## config.mk

```make
export PLATFORM = sky130hd
export DESIGN_NAME = nibble_word_writer_flat
export DESIGN_NICKNAME = d
export VERILOG_FILES = /design/src/rtl/nibble_pkg.sv /design/src/rtl/nibble_word_writer_if.sv /design/src/rtl/nibble_word_writer_idx_counter.sv /design/src/rtl/nibble_word_writer.sv /design/src/flat_wrapper.sv
export SDC_FILE = /design/constraint.sdc
export NUM_CORES = 1
export LEC_CHECK = 0
export ABC_CLOCK_PERIOD_IN_PS = 4000
export CAP_MARGIN = 10
export CORE_MARGIN = 10
export CORE_UTILIZATION = 40
export CTS_CLUSTER_SIZE = 30
export DETAILED_ROUTE_END_ITERATION = 10
export GPL_TIMING_DRIVEN = 1
export PLACE_DENSITY = 0.71
export SLEW_MARGIN = 20
export SYNTH_ARGS = -nofsm -noshare
export SYNTH_HDL_FRONTEND = slang
export SYNTH_HIERARCHICAL = 1
export SYNTH_SLANG_ARGS = --single-unit
```

## constraint.sdc

```tcl
create_clock -name clk -period 4 [get_ports clk]
set_input_delay 0.8 -clock clk [delete_from_list [all_inputs] [get_ports clk]]
set_output_delay 0.8 -clock clk [all_outputs]
set_load 0.05 [all_outputs]
```

## src/rtl/nibble_pkg.sv

```systemverilog
// Shared types and constants for the nibble-serial datapath.
package nibble_pkg;

  localparam int NIBBLE_W     = 4;
  localparam int WORD_NIBBLES = 8;

  typedef logic [NIBBLE_W-1:0]                     nibble_t;
  typedef logic [WORD_NIBBLES-1:0][NIBBLE_W-1:0]   nibble_word_t;
  typedef logic [2:0]                              nibble_idx_t;

  // Raw state encodings, kept as plain vectors for legacy tooling.
  localparam logic [1:0] ST_IDLE = 2'd0;
  localparam logic [1:0] ST_SEND = 2'd1;
  localparam logic [1:0] ST_DONE = 2'd2;

  typedef enum logic [1:0] {
    WS_IDLE = ST_IDLE,
    WS_SEND = ST_SEND,
    WS_DONE = ST_DONE
  } writer_state_t;

  // Pick nibble i out of a packed word.
  function automatic nibble_t nibble_sel(input nibble_word_t w, input nibble_idx_t i);
    return w[i];
  endfunction

endpackage

```

## src/rtl/nibble_word_writer_if.sv

```systemverilog
// 4-bit nibble bus with valid/ready handshake.
interface nibble_word_writer_if #(
  parameter int ADDR_W = 8
);

  logic                 valid;
  logic                 ready;
  logic [ADDR_W-1:0]    addr;
  nibble_pkg::nibble_t  data;

  modport master (output valid, output addr, output data, input ready);
  modport slave  (input valid, input addr, input data, output ready);

endinterface

```

## src/rtl/nibble_word_writer_idx_counter.sv

```systemverilog
// Nibble index counter: loadable, up/down, with a last-index compare.
module nibble_idx_counter
  import nibble_pkg::*;
(
  input  logic        clk,
  input  logic        rst_n,
  input  logic        load,
  input  nibble_idx_t load_val,
  input  logic        load_down,
  input  nibble_idx_t load_last,
  input  logic        step,
  output nibble_idx_t idx_next,
  output logic        is_last
);

  nibble_idx_t idx_r;
  nibble_idx_t last_r;
  logic        down_r;
  nibble_idx_t idx_next_s;
  logic        is_last_s;

  // Next index: load wins over step, otherwise hold.
  always_comb begin
    idx_next_s = idx_r;
    if (load) begin
      idx_next_s = load_val;
    end else if (step) begin
      if (down_r) begin
        idx_next_s = idx_r - 3'd1;
      end else begin
        idx_next_s = idx_r + 3'd1;
      end
    end else begin
      idx_next_s = idx_r;
    end
  end

  // Terminal index is 0 when counting down, the latched last index when counting up.
  always_comb begin
    is_last_s = 1'b0;
    if (down_r) begin
      is_last_s = (idx_r == 3'd0);
    end else begin
      is_last_s = (idx_r == last_r);
    end
  end

  // Index, direction and last-index registers.
  always_ff @(posedge clk or negedge rst_n) begin
    if (!rst_n) begin
      idx_r  <= 3'd0;
      last_r <= 3'd0;
      down_r <= 1'b0;
    end else begin
      idx_r <= idx_next_s;
      if (load) begin
        last_r <= load_last;
        down_r <= load_down;
      end else begin
        last_r <= last_r;
        down_r <= down_r;
      end
    end
  end

  assign idx_next = idx_next_s;
  assign is_last  = is_last_s;

endmodule

```

## src/rtl/nibble_word_writer.sv

```systemverilog
// Streams a latched 32-bit word onto a 4-bit bus, LSB- or MSB-first.
module nibble_word_writer
  import nibble_pkg::*;
#(
  parameter int ADDR_W = 8
)(
  input  logic                         clk,
  input  logic                         rst_n,
  input  logic                         start,
  input  logic [31:0]                  word,
  input  nibble_idx_t                  nibbles_number,
  input  logic                         msb_first,
  input  logic [ADDR_W-1:0]            base_addr,
  nibble_word_writer_if.master         bus,
  output logic                         busy,
  output logic                         done
);

  writer_state_t     state_r;
  writer_state_t     state_nxt_s;
  nibble_word_t      word_r;
  logic [ADDR_W-1:0] base_r;
  logic              valid_r;
  logic              busy_r;
  logic              done_r;
  nibble_t           data_r;
  logic [ADDR_W-1:0] addr_r;

  logic              start_acc_s;
  logic              xfer_s;
  logic              step_s;
  logic              last_s;
  nibble_idx_t       load_val_s;
  nibble_idx_t       idx_next_s;
  nibble_word_t      src_word_s;
  logic [ADDR_W-1:0] src_base_s;

  assign start_acc_s = (state_r == WS_IDLE) && start;
  assign xfer_s      = (state_r == WS_SEND) && valid_r && bus.ready;
  assign step_s      = xfer_s && !last_s;

  // Starting index depends on write direction.
  always_comb begin
    load_val_s = 3'd0;
    if (msb_first) begin
      load_val_s = nibbles_number;
    end else begin
      load_val_s = 3'd0;
    end
  end

  nibble_idx_counter u_idx (
    .clk       (clk),
    .rst_n     (rst_n),
    .load      (start_acc_s),
    .load_val  (load_val_s),
    .load_down (msb_first),
    .load_last (nibbles_number),
    .step      (step_s),
    .idx_next  (idx_next_s),
    .is_last   (last_s)
  );

  // On the accepting edge the bus registers are loaded straight from the request.
  always_comb begin
    src_word_s = word_r;
    src_base_s = base_r;
    if (start_acc_s) begin
      src_word_s = word;
      src_base_s = base_addr;
    end else begin
      src_word_s = word_r;
      src_base_s = base_r;
    end
  end

  // FSM next-state logic.
  always_comb begin
    state_nxt_s = state_r;
    case (state_r)
      WS_IDLE: begin
        if (start) begin
          state_nxt_s = WS_SEND;
        end else begin
          state_nxt_s = WS_IDLE;
        end
      end
      WS_SEND: begin
        if (xfer_s && last_s) begin
          state_nxt_s = WS_DONE;
        end else begin
          state_nxt_s = WS_SEND;
        end
      end
      WS_DONE: state_nxt_s = WS_IDLE;
      default: state_nxt_s = WS_IDLE;
    endcase
  end

  // State and registered status outputs.
  always_ff @(posedge clk or negedge rst_n) begin
    if (!rst_n) begin
      state_r <= WS_IDLE;
      valid_r <= 1'b0;
      busy_r  <= 1'b0;
      done_r  <= 1'b0;
    end else begin
      state_r <= state_nxt_s;
      valid_r <= (state_nxt_s == WS_SEND);
      busy_r  <= (state_nxt_s == WS_SEND);
      done_r  <= (state_nxt_s == WS_DONE);
    end
  end

  // Latched request and the bus data/address registers.
  always_ff @(posedge clk or negedge rst_n) begin
    if (!rst_n) begin
      word_r <= '0;
      base_r <= '0;
      data_r <= 4'd0;
      addr_r <= '0;
    end else begin
      if (start_acc_s) begin
        word_r <= word;
        base_r <= base_addr;
      end else begin
        word_r <= word_r;
        base_r <= base_r;
      end
      if (start_acc_s || step_s) begin
        data_r <= nibble_sel(src_word_s, idx_next_s);
        addr_r <= src_base_s + ADDR_W'(idx_next_s);
      end else begin
        data_r <= data_r;
        addr_r <= addr_r;
      end
    end
  end

  assign bus.valid = valid_r;
  assign bus.data  = data_r;
  assign bus.addr  = addr_r;
  assign busy      = busy_r;
  assign done      = done_r;

endmodule
```

## src/flat_wrapper.sv

```systemverilog
// flat-port wrapper written by rule: the top's interface ports become plain ports
module nibble_word_writer_flat import nibble_pkg::*;
#(
  parameter int ADDR_W = 8
)
  (clk, rst_n, start, word, nibbles_number, msb_first, base_addr, busy, done, bus_valid, bus_addr, bus_data, bus_ready);
  nibble_word_writer_if #(.ADDR_W(ADDR_W)) bus_i ();
  input  logic clk;
  input  logic rst_n;
  input  logic start;
  input  logic [31:0] word;
  input  nibble_idx_t nibbles_number;
  input  logic msb_first;
  input  logic [ADDR_W-1:0] base_addr;
  output logic busy;
  output logic done;
  output wire logic [$bits(bus_i.valid)-1:0] bus_valid;
  output wire logic [$bits(bus_i.addr)-1:0] bus_addr;
  output wire logic [$bits(bus_i.data)-1:0] bus_data;
  input wire logic [$bits(bus_i.ready)-1:0] bus_ready;
  assign bus_valid = bus_i.valid;
  assign bus_addr = bus_i.addr;
  assign bus_data = bus_i.data;
  assign bus_i.ready = bus_ready;
  nibble_word_writer #(.ADDR_W(ADDR_W)) u_core (.clk(clk), .rst_n(rst_n), .start(start), .word(word), .nibbles_number(nibbles_number), .msb_first(msb_first), .base_addr(base_addr), .bus(bus_i), .busy(busy), .done(done));
endmodule
```

==> notes.md, run 1 <==
Results of the flow run.

The half-perimeter wire length after detailed placement stands at ~5500 µm. The count of distinct cell types in the synthesized netlist stands at 36. After detailed routing, the met3 layer carries 498 µm of wire.

The fraction of layout cells with a size suffix above 1 stands at roughly an eighth. The sequential cell area share stands at 38.51%. The cell count along the critical path stands at 11. The analysis attributes to cell leakage a power of 1.852 nW. For the completed layout, the total cell area is recorded as 4094 µm².

The repair_antennas step left the layout with diodes totalling 0. In the post-synthesis netlist, the cell with the most instances is sky130_fd_sc_hd__nand2_1. The synthesized area per cell stands at approximately 10 µm². The number of nets at floorplan stands at 368.

The proportion of power drawn by flip-flops and latches stands at 30.7%. The initial antenna violation count was 0. After Yosys synthesis, XOR and XNOR cells account for 2.220% of the synthesized area. In the final layout, non-clock buffers account for approximately 17% of the cell area. Per the run report, area growth between synthesis and finish was 29.74%. On met1, the global router reports a usage of about 17%.

The library cell used most frequently in the layout, excluding fill and tap cells, is sky130_fd_sc_hd__nand2_1. The area fraction in and, or, nand and nor cells stands at 19.39%. The global routing stage identified its most utilized layer as met2. In this run the register-to-register setup slack is around 1.2 ns. In the final layout, the multi-input gates occupy around 1400 µm². The net switching power stands at between 1.5 and 2 mW. The total power of the final layout stands at about 3.6 mW. The mux share of post-synthesis cell area stands at between 10% and 20%. At the worst endpoint, the arrival time is 3.29 ns.

In the per-layer summary, the met1 wirelength comes to between 3000 and 4000 µm. TritonCTS built the clock tree. The critical path maximum fanout is 28. Across the run, the number of max-cap violations was 0. The register with the most flip-flops in the final layout is u_core/word_r. Setup repair after global routing left no endpoint under its margin. Looking at the area split, the leading class of cells is sequential cells. The synthesized flop and latch total stands at roughly 63.

In the synthesized netlist the dominant register cell turns out to be sky130_fd_sc_hd__dfrtp_1. The worst setup path is captured at a register. The flow reports power dissipated in sequential cells as roughly 1.1 mW.

The slowest stage of the critical path is the sky130_fd_sc_hd__clkdlybuf4s50_1 cell. In the synthesized netlist the async set-or-reset flop fraction comes to 100.0%. Per the CTS log, the maximum H-tree level is 3. The sequential cell count of the final layout stands at about 63. In the post-route analysis, the smallest setup slack over all paths is 0.9864 ns. The boundary pin count stands at about 63.

The post-synthesis share of cell area spent on and-or and or-and gates stands at about 7.4%. The tree is rooted in a sky130_fd_sc_hd__clkbuf_8. The final clock period utilization by the worst path stands at between 70 and 80%. The number of cells reported by Yosys stat comes to 315. The overall die area stands at 11840 µm². After synthesis, the most frequently instantiated cells are sky130_fd_sc_hd__nand2_1 (118), sky130_fd_sc_hd__dfrtp_1 (63), sky130_fd_sc_hd__mux4_2 (16), sky130_fd_sc_hd__nor2_1 (16), sky130_fd_sc_hd__a21oi_1 (11). Cells fill 53.26% of the core in the end.

By area the synthesized netlist is led by sky130_fd_sc_hd__dfrtp_1 (50%), sky130_fd_sc_hd__nand2_1 (14%), sky130_fd_sc_hd__mux4_2 (11%), sky130_fd_sc_hd__xnor2_1 (2.2%), sky130_fd_sc_hd__a22oi_1 (1.9%). The cell area reported after detailed placement stands at roughly 3900 µm². The launch point of the worst register-to-register path is recorded as u_core/u_idx/down_r. The number of synthesized flops with an enable pin stands at 0. The top cell types in the final layout, fill and taps aside, are sky130_fd_sc_hd__nand2_1 (118), sky130_fd_sc_hd__dfrtp_1 (63), sky130_fd_sc_hd__clkdlybuf4s50_1 (61). The clock arrives with roughly 0.014 ns of skew.

The maximum VDD drop stands at between 0.2 and 0.3 mV. Endpoints with negative setup slack in the final report add up to 0. The power per cell area stands at a little under 900 nW/µm². In this run the cell area of the synthesized design comes to about 3200 µm². The count of clock tree sinks stands at 63. The time the final worst path needs with I/O delays and setup stands at roughly 3.0 ns. The die is 108.8 µm tall. The data required time at the worst endpoint stands at approximately 4.3 ns. Of all power groups, the one with the highest power is combinational cells. The clock transition at the register clock pins on the worst setup and hold paths after CTS stands at around 0.080 ns. The sequential cell area stands at 1577 µm². The count of standard-cell rows stands at 32. Broken down by cell family, the worst path's largest delay share belongs to simple AND/OR/NAND/NOR gates. Summed over all layers, the global routing overflow is 0.

The worst reg2reg path depth stands at 13. The hold violation total from the final report stands at 0. The global routing met3 resource utilization stands at 3.599%. The max-slew violation count stands at 0. The run finished with clean final reports. After detailed routing, no signal wire sits above met4.

Along the critical path, the tally of buffer and inverter instances is 2. In this run, the combinational gates consume about half of the power. OpenSTA, run right after detailed placement, puts the worst setup slack at between 0.6 and 0.7 ns.

The layout contains a multi-input combinational cell count of between 200 and 250. The final worst hold slack stands at 0.4492 ns. The count of nets after finishing stands at approximately 430.

The first global-routing pass estimated roughly 12000 µm of wire. The count of nets left with antenna violations once routing finished came out at 0. Leaving out the clock tree, the finished layout contains a buffer count of around 70.

The largest net degree at the start of global routing stands at between 40 and 50. The flow inserted just over 100 tap cells. After filler insertion, the fill cell instance count of the layout stands at just over 700. The clock network burns between 10% and 20% of the power. The count of synthesis-stage warnings from yosys stands at 6. The maximum buffer depth of the clock tree stands at 2. Leaving out the clock tree, the finished layout contains an inverter count of 11. The worst register-to-register path ends at u_core/bus.addr[5]. The total CTS buffers stands at 9.

The tally of clock buffers in the finished layout stands at 9. The number of remaining DRC errors stands at 0. STA classifies the critical path startpoint as an input pin.

The cell count after synthesis stands at between 300 and 400. The most critical setup path has its startpoint at start. The register with the most flip-flops in the layout has 32 of them.

Grouping non-sequential cells by family puts the most area in simple AND/OR/NAND/NOR gates. The post-CTS setup buffer count stands at 0. The layout report lists the clock-cell share of area as ~5.6%. According to the Yosys statistics, the synthesized design has a chip area of about 3200 µm². The sequential cell area fraction in the yosys report stands at between 40% and 50%. The count of routing violations after the opening detailed-route iteration stands at 146.

In this run the tool buffered the top-level ports with between 60 and 70 buffer cells. In this run, placement finished with an instance count of roughly 470. The capture point of the critical path was reported as u_core/bus.addr[5].

The via count of the first global-routing pass was approximately 2.5k. After detailed routing, the met2 layer carries roughly 3600 µm of wire. For this run, the top clock speed supported by timing is 0.3318 GHz. The iteration count recorded for the first detailed-route pass is 4.
run_1/logic_types.png
Scale: 3 px per µm.
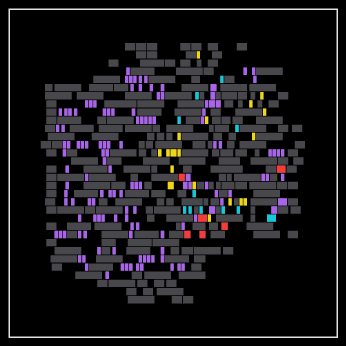
- yellow: nor cells (cells 18; where centre)
- red: and/or cells (cells 6)
- cyan: inv cells (cells 11)
- purple: nand cells (cells 127)
combinational share of cell area: 35.12%
number of standard cells in the final layout excluding fillers: 486

run_1/clk_routes.png
Scale: 2 px per µm.
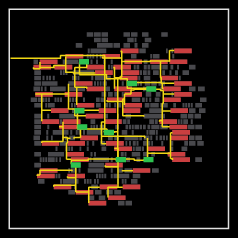
- red: flip-flops (count 63)
- yellow: clock wires (length 843 µm)
- green: clock drivers (count 9)
- routed clock nets: 10
Clock group: 0.634 mW
insertion delay at the late pin of the worst-skew pair: 0.35 ns

run_1/wires.png
Scale: 3 px per µm.
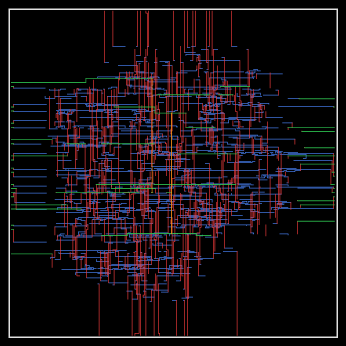
- blue: metal 1 (wire length 3180 µm)
- orange: metal 4 (wire length 78.2 µm)
- green: metal 3 (wire length 499 µm)
- red: metal 2 (wire length 3550 µm)
total vias in the final route: 2446
Total GRT Usage: 13.00%
routed wire length: 7303 µm
routed length per placed instance: 15.03 µm

## Run 2: what changed since run 1
--- a/config.mk
+++ b/config.mk
@@ -5,7 +5,7 @@
 export SDC_FILE = /design/constraint.sdc
 export NUM_CORES = 1
 export LEC_CHECK = 0
-export ABC_CLOCK_PERIOD_IN_PS = 4000
+export ABC_CLOCK_PERIOD_IN_PS = 3000
 export CAP_MARGIN = 10
 export CORE_MARGIN = 10
 export CORE_UTILIZATION = 40
==> constraint.sdc (replaced) <==
create_clock -name clk -period 3 [get_ports clk]
set_input_delay 0.6 -clock clk [delete_from_list [all_inputs] [get_ports clk]]
set_output_delay 0.6 -clock clk [all_outputs]
set_load 0.05 [all_outputs]
run_2/congestion.png
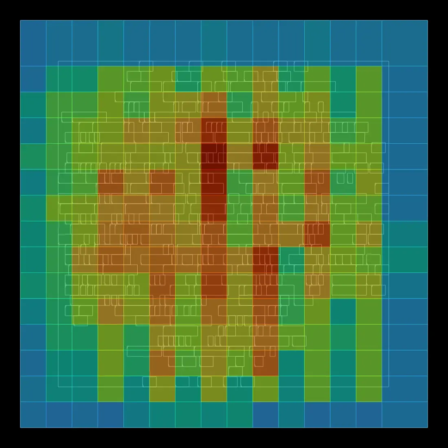
Total GRT Usage: 13.77%
fraction of met3 tracks used by global routing: 5.251%
routed length per placed instance: 15.18 µm
fin util: 55.13%
routing usage on met2: 22.16%

run_2/wires.png
Scale: 3 px per µm.
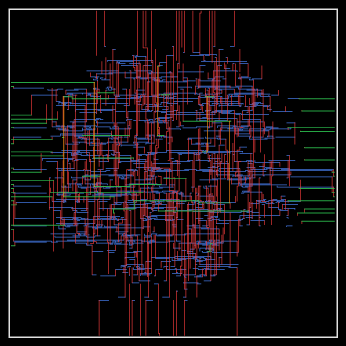
- orange: metal 4 (wire length 137 µm)
- blue: metal 1 (wire length 3160 µm)
- green: metal 3 (wire length 539 µm)
- red: metal 2 (wire length 3730 µm)
total vias in the final route: 2512
routed wire length: 7573 µm

==> run 2 against run 1 <==
Effect of this change: final area increased by 3.5%; critical path depth shrank 1; routed wire length is 3.7% higher; sequential cell count did not move; core utilization up 1.9 points; area after synthesis is the same.
==> notes.md, run 2 <==
Results of the flow run.

The minimum setup slack among reg-to-reg paths stands at 0.25 ns (-0.94 ns). The mux share of post-synthesis cell area is 14.12% (unchanged). The final worst hold slack stands at 0.2349 ns (-0.2142 ns). The CTS H-tree depth stands at 3 (unchanged). The boundary pin count is 63 (unchanged).

The power per cell area stands at 1191 nW/µm² (+35%). The power drawn by the clock network is 0.834 mW (+32%). The cell count in the Yosys report stands at 315 (unchanged). The sequential cell count of the final layout is 63 (unchanged). At the end of routability-driven placement, the weighted congestion stood at roughly 0.85.

Looking at the clock tree report, the root buffer type is sky130_fd_sc_hd__clkbuf_8. The most critical setup path has its endpoint at u_core/bus.addr[4]. The total power of the final layout stands at 5.047 mW (+40%).

The worst path in the final design needs a cycle of 2.763 ns, including I/O delays and setup. The synthesized area per cell stands at 10.02 µm² (unchanged). The multi-input logic area stands at 1463 µm² (+1.7%).

The number of setup violations in the final report came to 0 (unchanged). The antenna cell count stands at 0 (unchanged). The inverter tally of the final layout excluding the clock network is 11 (unchanged). After layout, the worst path uses between 90% and 100% of the clock period. The number of remaining DRC errors stands at 0 (unchanged). The proportion of power drawn by flip-flops and latches stands at 29.5% (-1.2 points). The xor and xnor fraction of the mapped netlist area was 2.220% (unchanged). The worst setup path is of the in2reg kind.

The cell area reported after detailed placement stands at 4011 µm² (+3.8%). The clock skew after layout was 0.007014 ns (-0.006490 ns). The buffer and inverter count on the worst path was 2 (unchanged). The number of detailed-routing iterations run before antenna repair came to 5 (+1). TritonCTS built the clock tree.

The final design area excluding fillers is 4238 µm² (+3.5%). The maximum VDD drop came to 0.4293 mV (+47%). In the synthesized netlist, the dominant kind of combinational cell is simple AND/OR/NAND/NOR gates. The number of flip-flops under the largest register name stands at 32 (unchanged).

The commonest register cell is sky130_fd_sc_hd__dfrtp_1. The share of power burned in combinational logic stands at 54.0% (+2.2 points). The commonest cells after synthesis are sky130_fd_sc_hd__nand2_1 (118), sky130_fd_sc_hd__dfrtp_1 (63), sky130_fd_sc_hd__mux4_2 (16), sky130_fd_sc_hd__nor2_1 (16), sky130_fd_sc_hd__a21oi_1 (11). The routing usage on met1 stands at 16.59% (+0.054 points). The filler-free cell count of the finished design was 499 (+2.7%). The count of nets after finishing came to 445 (+3.0%). The remaining global-route overflow stands at 0 (unchanged). In the final design, more cell area goes to sequential cells than to any other class. The max-cap check violation count stands at 0 (unchanged). The maximum buffer depth of the clock tree stands at 2 (unchanged). The count of standard-cell rows is 32 (unchanged). The cell area after synthesis came to 3156 µm² (unchanged).

The critical path's slowest stage uses the library cell sky130_fd_sc_hd__or3b_1. The fraction of layout cells with a size suffix above 1 stands at 15.11% (+3.4 points). The cell count after synthesis came to 315 (unchanged). The count of distinct cell types in the synthesized netlist stands at 36 (unchanged). The power dissipated in sequential cells stands at 1.49 mW (+34%). The initial antenna violation count came to 0 (unchanged).

The hold violation total from the final report was 0 (unchanged). The half-perimeter wire length after detailed placement stands at 5777 µm (+5.4%). The area fraction in and, or, nand and nor cells came to 19.39% (unchanged). The post-CTS setup buffer count stands at 0 (unchanged). The clock transition at the register clock pins on the worst setup and hold paths after CTS stands at 0.07 ns (about the same). STA lists the endpoint of the worst register-to-register path as u_core/bus.addr[4]. The count of routing violations after the opening detailed-route iteration stands at 164 (+12%). The vias per cell stands at between 5 and 6.

STA classifies the critical path startpoint as an input pin. According to the hold report, the worst path is of the in2async type. Timing would allow up to about 0.36 GHz. The number of well-tap cells placed stands at 102 (unchanged). The share of the final layout cell area in multi-input gates stands at 34.51% (-0.60 points). The tally of clock buffers in the finished layout is 13 (+4). The group that draws the most power in this run is combinational cells. The number of synthesized flops with an enable pin stands at 0 (unchanged). The power share of the clock group came to 16.5% (-1.0 points). The largest net degree at the start of global routing stands at 46 (-4.2%). u_core/word_r holds more flip-flops than any other register. Ranked by total cell area, the synthesized netlist is headed by sky130_fd_sc_hd__dfrtp_1 (50%), sky130_fd_sc_hd__nand2_1 (14%), sky130_fd_sc_hd__mux4_2 (11%), sky130_fd_sc_hd__xnor2_1 (2.2%), sky130_fd_sc_hd__a22oi_1 (1.9%).

The run finished with clean final reports. The clock latency on the worst-skew pair came to 0.35 ns (about the same). The max-slew violation count stands at 0 (unchanged). The post-route antenna net violation count stands at 0 (unchanged). The sequential cell area fraction in the yosys report is 49.96% (unchanged). Setup repair after global routing left no endpoint under its margin. The leakage power figure stands at 1.928 nW (+4.1%). The cell count along the critical path is 10 (-1). The number of multi-input combinational cells in the layout stands at 224 (unchanged).

For reference, the critical path cell chain is clkdlybuf4s50_1, or3b_1, clkinv_4, o21ai_1, ha_1, fa_1, a21oi_2, nor2_1, xnor2_1, mux2i_1. The data required time at the worst endpoint is 3.23 ns (-1.05 ns). The proportion of register bits with asynchronous set or reset after synthesis stands at 100.0% (unchanged). The highest net fanout along the worst path stands at 10 (-64%). The global-route wire length before repair is 12850 µm (+5.1%). The portion of the layout cell area used by non-clock buffers stands at 18.90% (+2.3 points). In this run, power in combinational logic comes to between 2 and 3 mW. The pre-CTS setup slack stands at -0.1155 ns (-0.7432 ns). The worst reg2reg path depth was 12 (-1). The total negative slack stands at 0 ns. In this design, the largest share of critical-path delay is due to adder cells. The area of the placeable core stands at 7687 µm².

The port buffer count stands at 62 (unchanged). Leaving out fill and tap cells, the most frequent cells in the layout are sky130_fd_sc_hd__nand2_1 (118), sky130_fd_sc_hd__dfrtp_1 (63), sky130_fd_sc_hd__clkdlybuf4s50_1 (61). The vertical die dimension stands at 108.8 µm (unchanged). Warnings raised by the tools during the run amount to 26. The longest incremental delay of any stage on the critical path is reported as slightly below 0.5 ns. The via count of the first global-routing pass came to 2699 (+7.1%).

The arrival time at the worst endpoint was 2.99 ns (-0.30 ns). The total routed wire length on the met1 layer is 3164 µm (-0.35%). The number of buffers outside the clock class in the layout stands at 83 (+19%). Per the cell usage report, the commonest logic cell in the layout is sky130_fd_sc_hd__nand2_1. The smallest setup slack after layout was 0.2368 ns (-0.7496 ns). STA lists the startpoint of the worst register-to-register path as u_core/u_idx/down_r.

The number of nets at floorplan stands at 368 (unchanged). The total CTS buffers was 9 (unchanged). The most common cell in the synthesized netlist is sky130_fd_sc_hd__nand2_1.

The net switching power came to 2.030 mW (+35%). The area fraction of clock buffers and clock inverters was 5.285% (-0.28 points). The count of synthesis-stage warnings from yosys stands at 6 (unchanged). The count of clock tree sinks stands at 63 (unchanged). The count of placed standard cells including taps stands at 483 (+2.8%). The sequential cell area share stands at 37.20% (-1.3 points). The flow measured a signed area growth from synthesis to layout of 34.30%. The met2 wire length stands at 3734 µm (+5.2%). The synthesized flop and latch total stands at 63 (unchanged). Per the detail_route log, the uppermost layer with routed signals is met4. The sequential cell area was 1577 µm² (unchanged). The global routing stage identified its most utilized layer as met2. The post-synthesis share of cell area spent on and-or and or-and gates was 7.375% (unchanged). The synthesized design spends more area on one cell type than any other, namely sky130_fd_sc_hd__dfrtp_1. The number of fill cells in the layout stands at 678 (-5.0%). The met3 routed wirelength stands at 538 µm (+8.0%). The overall die area was 11840 µm² (unchanged). OpenSTA lists the critical path startpoint as start. The chip area in the Yosys report stands at 3156 µm² (unchanged). STA classifies the critical path endpoint as a register.
Power and IR drop assume default switching activity.
